$ cat src/rtl/alu_pkg.sv
// Shared constants for the ALU BIST: opcodes, MISR/LFSR polynomials, FSM encoding, corner vectors.
package alu_pkg;

   localparam int unsigned DATA_W     = 32;
   localparam int unsigned OP_W       = 3;
   localparam int unsigned VEC_W      = 16;
   localparam int unsigned WAIT_W     = 4;
   localparam int unsigned NUM_CORNER = 3;

   localparam logic [OP_W-1:0] ALU_AND  = 3'd0;
   localparam logic [OP_W-1:0] ALU_OR   = 3'd1;
   localparam logic [OP_W-1:0] ALU_ADD  = 3'd2;
   localparam logic [OP_W-1:0] ALU_RSVD = 3'd3;
   localparam logic [OP_W-1:0] ALU_ANDN = 3'd4;
   localparam logic [OP_W-1:0] ALU_ORN  = 3'd5;
   localparam logic [OP_W-1:0] ALU_SUB  = 3'd6;
   localparam logic [OP_W-1:0] ALU_SLT  = 3'd7;

   localparam logic [DATA_W-1:0] MISR_POLY = 32'h04C11DB7;
   // Galois toggle mask for x^32 + x^22 + x^2 + x + 1 (right-shifting form)
   localparam logic [DATA_W-1:0] LFSR_TAPS = 32'h80200003;

   localparam logic [DATA_W-1:0] VEC0_A = 32'h00000000;
   localparam logic [DATA_W-1:0] VEC0_B = 32'h00000000;
   localparam logic [DATA_W-1:0] VEC1_A = 32'hFFFFFFFF;
   localparam logic [DATA_W-1:0] VEC1_B = 32'h00000001;
   localparam logic [DATA_W-1:0] VEC2_A = 32'h80000000;
   localparam logic [DATA_W-1:0] VEC2_B = 32'h7FFFFFFF;

   typedef enum logic [2:0] {
      ST_IDLE   = 3'd0,
      ST_LOAD   = 3'd1,
      ST_APPLY  = 3'd2,
      ST_SAMPLE = 3'd3,
      ST_DONE   = 3'd4
   } bist_state_e;

   function automatic logic [DATA_W-1:0] misr_step(input logic [DATA_W-1:0] misr,
                                                   input logic [DATA_W-1:0] d);
      return ({misr[DATA_W-2:0], 1'b0} ^ (misr[DATA_W-1] ? MISR_POLY : '0)) ^ d;
   endfunction

endpackage

$ cat src/rtl/alu_bist_if.sv
// BIST control/status plus the ALU operand/result bus; master = BIST engine, slave = ALU/host side.
interface alu_bist_if;
   logic        start;
   logic        busy;
   logic        done;
   logic        pass;
   logic [31:0] SrcAE;
   logic [31:0] SrcBE;
   logic [2:0]  ALUControlE;
   logic [31:0] ALUResultE;
   logic        ZeroE;
   logic [31:0] signature;
   logic [15:0] fail_count;

   modport master (
      input  start, ALUResultE, ZeroE,
      output busy, done, pass, SrcAE, SrcBE, ALUControlE, signature, fail_count
   );

   modport slave (
      output start, ALUResultE, ZeroE,
      input  busy, done, pass, SrcAE, SrcBE, ALUControlE, signature, fail_count
   );
endinterface

$ cat src/rtl/alu_bist_lfsr.sv
// 32-bit Galois LFSR operand generator with synchronous reseed and single-step advance.
module alu_bist_lfsr
   import alu_pkg::*;
#(
   parameter logic [DATA_W-1:0] SEED = 32'hACE12024
) (
   input  logic              clock,
   input  logic              reset_n,
   input  logic              i_load,
   input  logic              i_advance,
   output logic [DATA_W-1:0] o_state
);

   logic [DATA_W-1:0] r_state;

   always_ff @(posedge clock or negedge reset_n) begin
      if (!reset_n) begin
         r_state <= SEED;
      end else if (i_load) begin
         r_state <= SEED;
      end else if (i_advance) begin
         r_state <= {1'b0, r_state[DATA_W-1:1]} ^ (r_state[0] ? LFSR_TAPS : '0);
      end
   end

   assign o_state = r_state;

endmodule

$ cat src/rtl/alu_bist.sv
// ALU built-in self-test: sweeps all opcodes over corner/LFSR operands into a 32-bit MISR.
// Define ALU_BIST_CHECK_EN to add a per-sample reference model feeding fail_count.
module alu_bist
   import alu_pkg::*;
#(
   parameter int unsigned       NUM_VECTORS = 64,
   parameter int unsigned       WAIT_CYCLES = 1,
   parameter logic [DATA_W-1:0] LFSR_SEED   = 32'hACE12024,
   parameter logic [DATA_W-1:0] GOLDEN_SIG  = 32'h00000000
) (
   input  logic       clock,
   input  logic       reset_n,
   alu_bist_if.master bus
);

   if (LFSR_SEED == '0) begin : g_seed_check
      $error("alu_bist: LFSR_SEED must be nonzero");
   end

   bist_state_e       r_state;
   logic [VEC_W-1:0]  r_vec;
   logic [OP_W-1:0]   r_op;
   logic [WAIT_W-1:0] r_wait;
   logic              r_busy, r_done, r_pass;
   logic [DATA_W-1:0] r_srca, r_srcb, r_misr;
   logic [15:0]       r_fail;

   logic [DATA_W-1:0] w_lfsr_a, w_lfsr_b, w_vec_a, w_vec_b, w_misr_next;
   logic [15:0]       w_fail_next;
   logic              w_start_acc, w_lfsr_adv, w_last_vec, w_pass_next;

   assign w_start_acc = ((r_state == ST_IDLE) || (r_state == ST_DONE)) && bus.start;
   assign w_lfsr_adv  = (r_state == ST_LOAD) && (r_vec >= VEC_W'(NUM_CORNER));
   assign w_last_vec  = (r_vec == VEC_W'(NUM_VECTORS - 1));
   assign w_misr_next = misr_step(r_misr, bus.ALUResultE ^ {{(DATA_W-1){1'b0}}, ~bus.ZeroE});

   alu_bist_lfsr #(.SEED(LFSR_SEED)) u_lfsr_a (
      .clock(clock), .reset_n(reset_n), .i_load(w_start_acc),
      .i_advance(w_lfsr_adv), .o_state(w_lfsr_a)
   );

   alu_bist_lfsr #(.SEED(~LFSR_SEED)) u_lfsr_b (
      .clock(clock), .reset_n(reset_n), .i_load(w_start_acc),
      .i_advance(w_lfsr_adv), .o_state(w_lfsr_b)
   );

   always_comb begin
      w_vec_a = w_lfsr_a;
      w_vec_b = w_lfsr_b;
      case (r_vec)
         16'd0:   begin w_vec_a = VEC0_A; w_vec_b = VEC0_B; end
         16'd1:   begin w_vec_a = VEC1_A; w_vec_b = VEC1_B; end
         16'd2:   begin w_vec_a = VEC2_A; w_vec_b = VEC2_B; end
         default: ;
      endcase
   end

`ifdef ALU_BIST_CHECK_EN
   logic [DATA_W-1:0] w_ref;
   logic              w_ref_skip, w_mismatch;

   // Opcode 3 is unassigned in the ALU, so its response only feeds the signature.
   always_comb begin
      w_ref      = '0;
      w_ref_skip = 1'b0;
      case (r_op)
         ALU_AND:  w_ref = r_srca & r_srcb;
         ALU_OR:   w_ref = r_srca | r_srcb;
         ALU_ADD:  w_ref = r_srca + r_srcb;
         ALU_RSVD: w_ref_skip = 1'b1;
         ALU_ANDN: w_ref = r_srca & ~r_srcb;
         ALU_ORN:  w_ref = r_srca | ~r_srcb;
         ALU_SUB:  w_ref = r_srca - r_srcb;
         default:  w_ref = {{(DATA_W-1){1'b0}}, ($signed(r_srca) < $signed(r_srcb))};
      endcase
   end

   assign w_mismatch  = !w_ref_skip &&
                        ((bus.ALUResultE != w_ref) || (bus.ZeroE != (w_ref == '0)));
   assign w_fail_next = ((r_state == ST_SAMPLE) && w_mismatch && (r_fail != 16'hFFFF))
                        ? r_fail + 16'd1 : r_fail;
   assign w_pass_next = (w_misr_next == GOLDEN_SIG) && (w_fail_next == 16'd0);
`else
   assign w_fail_next = '0;
   assign w_pass_next = (w_misr_next == GOLDEN_SIG);
`endif

   always_ff @(posedge clock or negedge reset_n) begin
      if (!reset_n) begin
         r_state <= ST_IDLE;
         r_vec   <= '0;
         r_op    <= ALU_AND;
         r_wait  <= '0;
         r_busy  <= 1'b0;
         r_done  <= 1'b0;
         r_pass  <= 1'b0;
         r_srca  <= '0;
         r_srcb  <= '0;
         r_misr  <= '0;
         r_fail  <= '0;
      end else begin
         case (r_state)
            ST_IDLE, ST_DONE: begin
               if (bus.start) begin
                  r_state <= ST_LOAD;
                  r_busy  <= 1'b1;
                  r_done  <= 1'b0;
                  r_pass  <= 1'b0;
                  r_misr  <= '0;
                  r_fail  <= '0;
                  r_vec   <= '0;
                  r_op    <= ALU_AND;
               end
            end
            ST_LOAD: begin
               r_srca  <= w_vec_a;
               r_srcb  <= w_vec_b;
               r_op    <= ALU_AND;
               r_wait  <= '0;
               r_state <= ST_APPLY;
            end
            ST_APPLY: begin
               if (r_wait == WAIT_W'(WAIT_CYCLES - 1)) begin
                  r_state <= ST_SAMPLE;
               end else begin
                  r_wait <= r_wait + 4'd1;
               end
            end
            ST_SAMPLE: begin
               r_misr <= w_misr_next;
               r_fail <= w_fail_next;
               r_wait <= '0;
               if (r_op != ALU_SLT) begin
                  r_op    <= r_op + 3'd1;
                  r_state <= ST_APPLY;
               end else if (!w_last_vec) begin
                  r_vec   <= r_vec + 16'd1;
                  r_state <= ST_LOAD;
               end else begin
                  r_state <= ST_DONE;
                  r_busy  <= 1'b0;
                  r_done  <= 1'b1;
                  r_pass  <= w_pass_next;
                  r_srca  <= '0;
                  r_srcb  <= '0;
                  r_op    <= ALU_AND;
               end
            end
            default: r_state <= ST_IDLE;
         endcase
      end
   end

   assign bus.busy        = r_busy;
   assign bus.done        = r_done;
   assign bus.pass        = r_pass;
   assign bus.SrcAE       = r_srca;
   assign bus.SrcBE       = r_srcb;
   assign bus.ALUControlE = r_op;
   assign bus.signature   = r_misr;
   assign bus.fail_count  = r_fail;

endmodule

$ cat src/flat_wrapper.sv
// flat-port wrapper written by rule: the top's interface ports become plain ports
module alu_bist_flat import alu_pkg::*;
#(
   parameter int unsigned       NUM_VECTORS = 64,
   parameter int unsigned       WAIT_CYCLES = 1,
   parameter logic [DATA_W-1:0] LFSR_SEED   = 32'hACE12024,
   parameter logic [DATA_W-1:0] GOLDEN_SIG  = 32'h00000000
)
  (clock, reset_n, bus_start, bus_ALUResultE, bus_ZeroE, bus_busy, bus_done, bus_pass, bus_SrcAE, bus_SrcBE, bus_ALUControlE, bus_signature, bus_fail_count);
  alu_bist_if bus_i ();
  input  logic clock;
  input  logic reset_n;
  input wire logic [$bits(bus_i.start)-1:0] bus_start;
  input wire logic [$bits(bus_i.ALUResultE)-1:0] bus_ALUResultE;
  input wire logic [$bits(bus_i.ZeroE)-1:0] bus_ZeroE;
  output wire logic [$bits(bus_i.busy)-1:0] bus_busy;
  output wire logic [$bits(bus_i.done)-1:0] bus_done;
  output wire logic [$bits(bus_i.pass)-1:0] bus_pass;
  output wire logic [$bits(bus_i.SrcAE)-1:0] bus_SrcAE;
  output wire logic [$bits(bus_i.SrcBE)-1:0] bus_SrcBE;
  output wire logic [$bits(bus_i.ALUControlE)-1:0] bus_ALUControlE;
  output wire logic [$bits(bus_i.signature)-1:0] bus_signature;
  output wire logic [$bits(bus_i.fail_count)-1:0] bus_fail_count;
  assign bus_i.start = bus_start;
  assign bus_i.ALUResultE = bus_ALUResultE;
  assign bus_i.ZeroE = bus_ZeroE;
  assign bus_busy = bus_i.busy;
  assign bus_done = bus_i.done;
  assign bus_pass = bus_i.pass;
  assign bus_SrcAE = bus_i.SrcAE;
  assign bus_SrcBE = bus_i.SrcBE;
  assign bus_ALUControlE = bus_i.ALUControlE;
  assign bus_signature = bus_i.signature;
  assign bus_fail_count = bus_i.fail_count;
  alu_bist #(.NUM_VECTORS(NUM_VECTORS), .WAIT_CYCLES(WAIT_CYCLES), .LFSR_SEED(LFSR_SEED), .GOLDEN_SIG(GOLDEN_SIG)) u_core (.clock(clock), .reset_n(reset_n), .bus(bus_i));
endmodule
$ cat config.mk
export PLATFORM = sky130hd
export DESIGN_NAME = alu_bist_flat
export DESIGN_NICKNAME = d
export VERILOG_FILES = /design/src/rtl/alu_pkg.sv /design/src/rtl/alu_bist_if.sv /design/src/rtl/alu_bist_lfsr.sv /design/src/rtl/alu_bist.sv /design/src/flat_wrapper.sv
export SDC_FILE = /design/constraint.sdc
export NUM_CORES = 1
export LEC_CHECK = 0
export ABC_AREA = 1
export CAP_MARGIN = 30
export CORE_ASPECT_RATIO = 0.9
export CORE_MARGIN = 5
export CORE_UTILIZATION = 32
export CTS_CLUSTER_SIZE = 40
export DETAILED_ROUTE_END_ITERATION = 10
export SYNTH_ARGS = -nofsm -noshare
export SYNTH_HDL_FRONTEND = slang
export SYNTH_HIERARCHICAL = 1
export SYNTH_SLANG_ARGS = --single-unit
$ cat constraint.sdc
create_clock -name clock -period 2.6 [get_ports clock]
set_input_delay 0.52 -clock clock [delete_from_list [all_inputs] [get_ports clock]]
set_output_delay 0.52 -clock clock [all_outputs]
set_load 0.03 [all_outputs]
Figure 1. Wire density map.
Bar = 50 um. 39 x 35 tiles, from black (low) to pale yellow (high), scaled to the fullest tile. Values are wire area over tile area, all layers added.
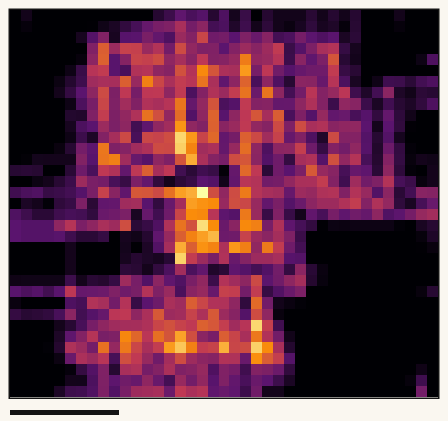
densest ninth of the die	center
mean over tiles	0.12
emptiest ninth of the die	lower right
nearly empty tiles	28%
routed wire length: 26.77 mm
Vias: 8738
routed len/inst: 14.86 um
GR Util All Layers: 15.42%

Figure 2. Where the registers sit.
Other sequential cells in the stronger gray, the rest of the logic in the fainter gray.
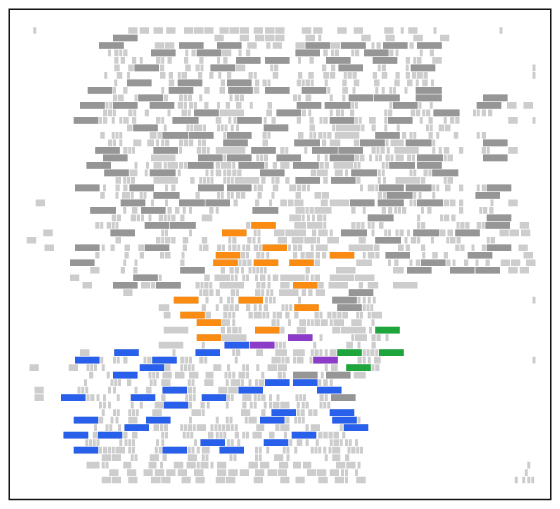
color	netlist name	placed flops
blue	u_core/bus.signature	32
orange	u_core/r_vec	16
green	u_core/r_wait	4
purple	u_core/bus.ALUControlE	3
not colored	134

Figure 3. Cell outlines without signal wires.
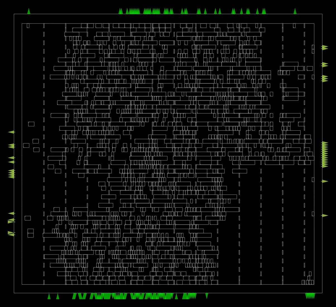
Seq/total area: 38.96%
Tap Count: 409
Post-Layout Cell Count: 1802
FFs & Latches: 189

Figure 4. Zoomed window.
Bar = 20 um. Region (24, 19) to (74, 69) um. Cells in gray, sequential cells in the stronger gray; small squares are vias.
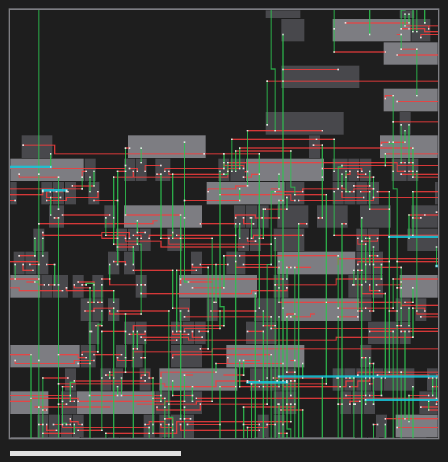
color	layer
cyan	metal 3
green	metal 2
red	metal 1
cells with their middle in the window	138
most frequent	nand2_1 (56), inv_1 (21), dfrtp_1 (17)
sequential cells in the window	17
netlist names of flops here include	u_core/bus.signature (14), u_core/r_vec (3)

-- registers in the layout, indices dropped and copies added, names as in the netlist --
register / cells
u_core/bus.ALUControlE: 3
u_core/bus.SrcAE: 32
u_core/bus.SrcBE: 32
u_core/bus.busy: 1
u_core/bus.done: 1
u_core/bus.pass: 1
u_core/bus.signature: 32
u_core/r_state: 3
u_core/r_vec: 16
u_core/r_wait: 4
u_core/u_lfsr_a/o_state: 32
u_core/u_lfsr_b/o_state: 32
-- layout by cell type (no fill, tap or decap), types with 3 or more instances in the layout --
cell type / n
clkbuf_16: 17
nor2_4: 7
dfrtp_1: 157
nand2_1: 344
o21ai_2: 4
clkdlybuf4s50_1: 136
o21ai_0: 53
inv_2: 6
xor2_1: 7
ha_1: 9
inv_8: 5
nor3_1: 11
nand3_1: 176
dfstp_2: 32
nand4_1: 73
or2_2: 3
inv_1: 167
o21ai_1: 18
xnor2_1: 7
o22ai_1: 10
nor2_1: 44
clkinv_4: 3
buf_12: 5
nand3_2: 6
conb_1: 16
a21oi_1: 35
nand2_2: 4
buf_4: 17
-- metrics by stage --
stage	utilization, %	hold WS (ns)
6_report	39.71	0.07343
5_1_grt	39.71	0.09727
4_1_cts	39.71	0.08005
3_5_place_dp	37.73	0.4650
3_3_place_gp	37.73	0.4664
2_1_floorplan	-	0.2244
-- worst max-delay path, delay by kind of cell, from the launching register on --
kind	cells	cell delay [ns]
and+or+nand+nor	6	1.64
buffers and inverters	1	0.19
DFF	1	0.44
-- worst max-delay path by stage --
stage	startpoint	end	slack [ns]
3_3_place_gp	u_core/r_vec[7]	u_core/bus.SrcBE[0]	0.31
6_report	u_core/r_vec[7]	u_core/bus.SrcAE[27]	0.27
2_1_floorplan	bus_start	u_core/r_vec[2]	0.49
4_1_cts	u_core/r_vec[7]	u_core/bus.SrcAE[27]	0.22
3_5_place_dp	u_core/r_vec[7]	u_core/bus.SrcAE[27]	0.25
5_1_grt	u_core/r_vec[7]	u_core/bus.SrcAE[4]	-0.04
-- logic make-up (layout without fill, tap and decap cells) --
| logic type | after synthesis | in the layout | share of synthesized area (%) |
|---|---|---|---|
| xor gates and xnor gates | 14 | 14 | 1.230 |
| DFF | 189 | 189 | 47.85 |
| buffers and inverters | 260 | 364 | 11.85 |
| and+or+nand+nor | 676 | 676 | 31.25 |
| adders and majority gates | 9 | 9 | 1.130 |
| AOI/OAI and AO/OA | 125 | 125 | 6.652 |
| other | 1 | 16 | 0.03762 |
-- layout make-up --
type	instances	share of cell area [%]
flip-flops and latches	189	38.96
multi-input cells	840	33.49
repair buffers	159	13.09
inverters	173	5.304
well taps	409	4.180
clock buffers	18	3.587
clock inverters	14	1.390
-- layer usage --
| layer | GRT usage, % | routed length (um) | up-vias |
|---|---|---|---|
| met5 | 0 | 0 | - |
| met4 | 4.101 | 412 | 0 |
| met3 | 2.563 | 1136 | 24 |
| met2 | 25.87 | 12780 | 168 |
| met1 | 20.81 | 12450 | 4241 |
| li1 | - | - | 4305 |
==> notes.md <==
yosys + openroad results -> ant diodes 0, biggest area cells dfrtp_1, nand2_1, nand3_1, CP Data Required Time 2.97 ns, Comb power frac 54.7%, Core Util at FP roughly a third, max incr delay on CP about 0.75 ns, WP data arrival 2.70 ns, Die Height 177.4 um, Slew @ Worst Pin 0.9583 ns, Post-synth EDFFs 0, Final Hold Fails 0, Avg Synthesized Cell Area 7.824 um2, overall power 17.78 mW, Site Rows slightly above 60, Syn Inst Count 1274, status finished, final reports clean, Critical Path Start Type flip-flop, CP max stage cell nand4_4, Reg2Reg Setup Slack 0.27 ns, area delta synth->final 22.82%, Yosys Instances 1274, Setup Viol. Count Final 0, worst rel slew slack 35.99%, Nets 1425, Final min period 2.329 ns, Final Cell Area 12240 um2, CTS tree yes, Latency at later pin between 0.4 and 0.5 ns, most common cell in the synthesized netlist nand2_1, PD cells 1452 nW/um2, combinational gate area around 4100 um2, Seq. cell area between 4000 and 5000 um2, first-pass GRT wire length 44.61 mm, sw frac 48.46%, max frequency 429.3 MHz, ANT nets after route 0, Area leader share 39.41%, clock share of power 15.3%, Max Root-Sink Buffers 2, chip area in the Yosys report 9968 um2, CP dominant cell by count nand3_1, Flop+latch power 5.33 mW, asr flop ratio synth 100.0%, peak supply drop 0.7277 mV, RR Startpoint u_core/r_vec[7], hpwl dp ~18 mm, Fillers 3142, placed cells 1770, Synth flops 189, RePlAce Congestion 0.8395, I/O Pins 154, Post-DP Area 11630 um2, leakage power roughly 6.0 nW, clk_skew 0.01646 ns
No activity file was given, so power comes from the tool's default toggle rates.
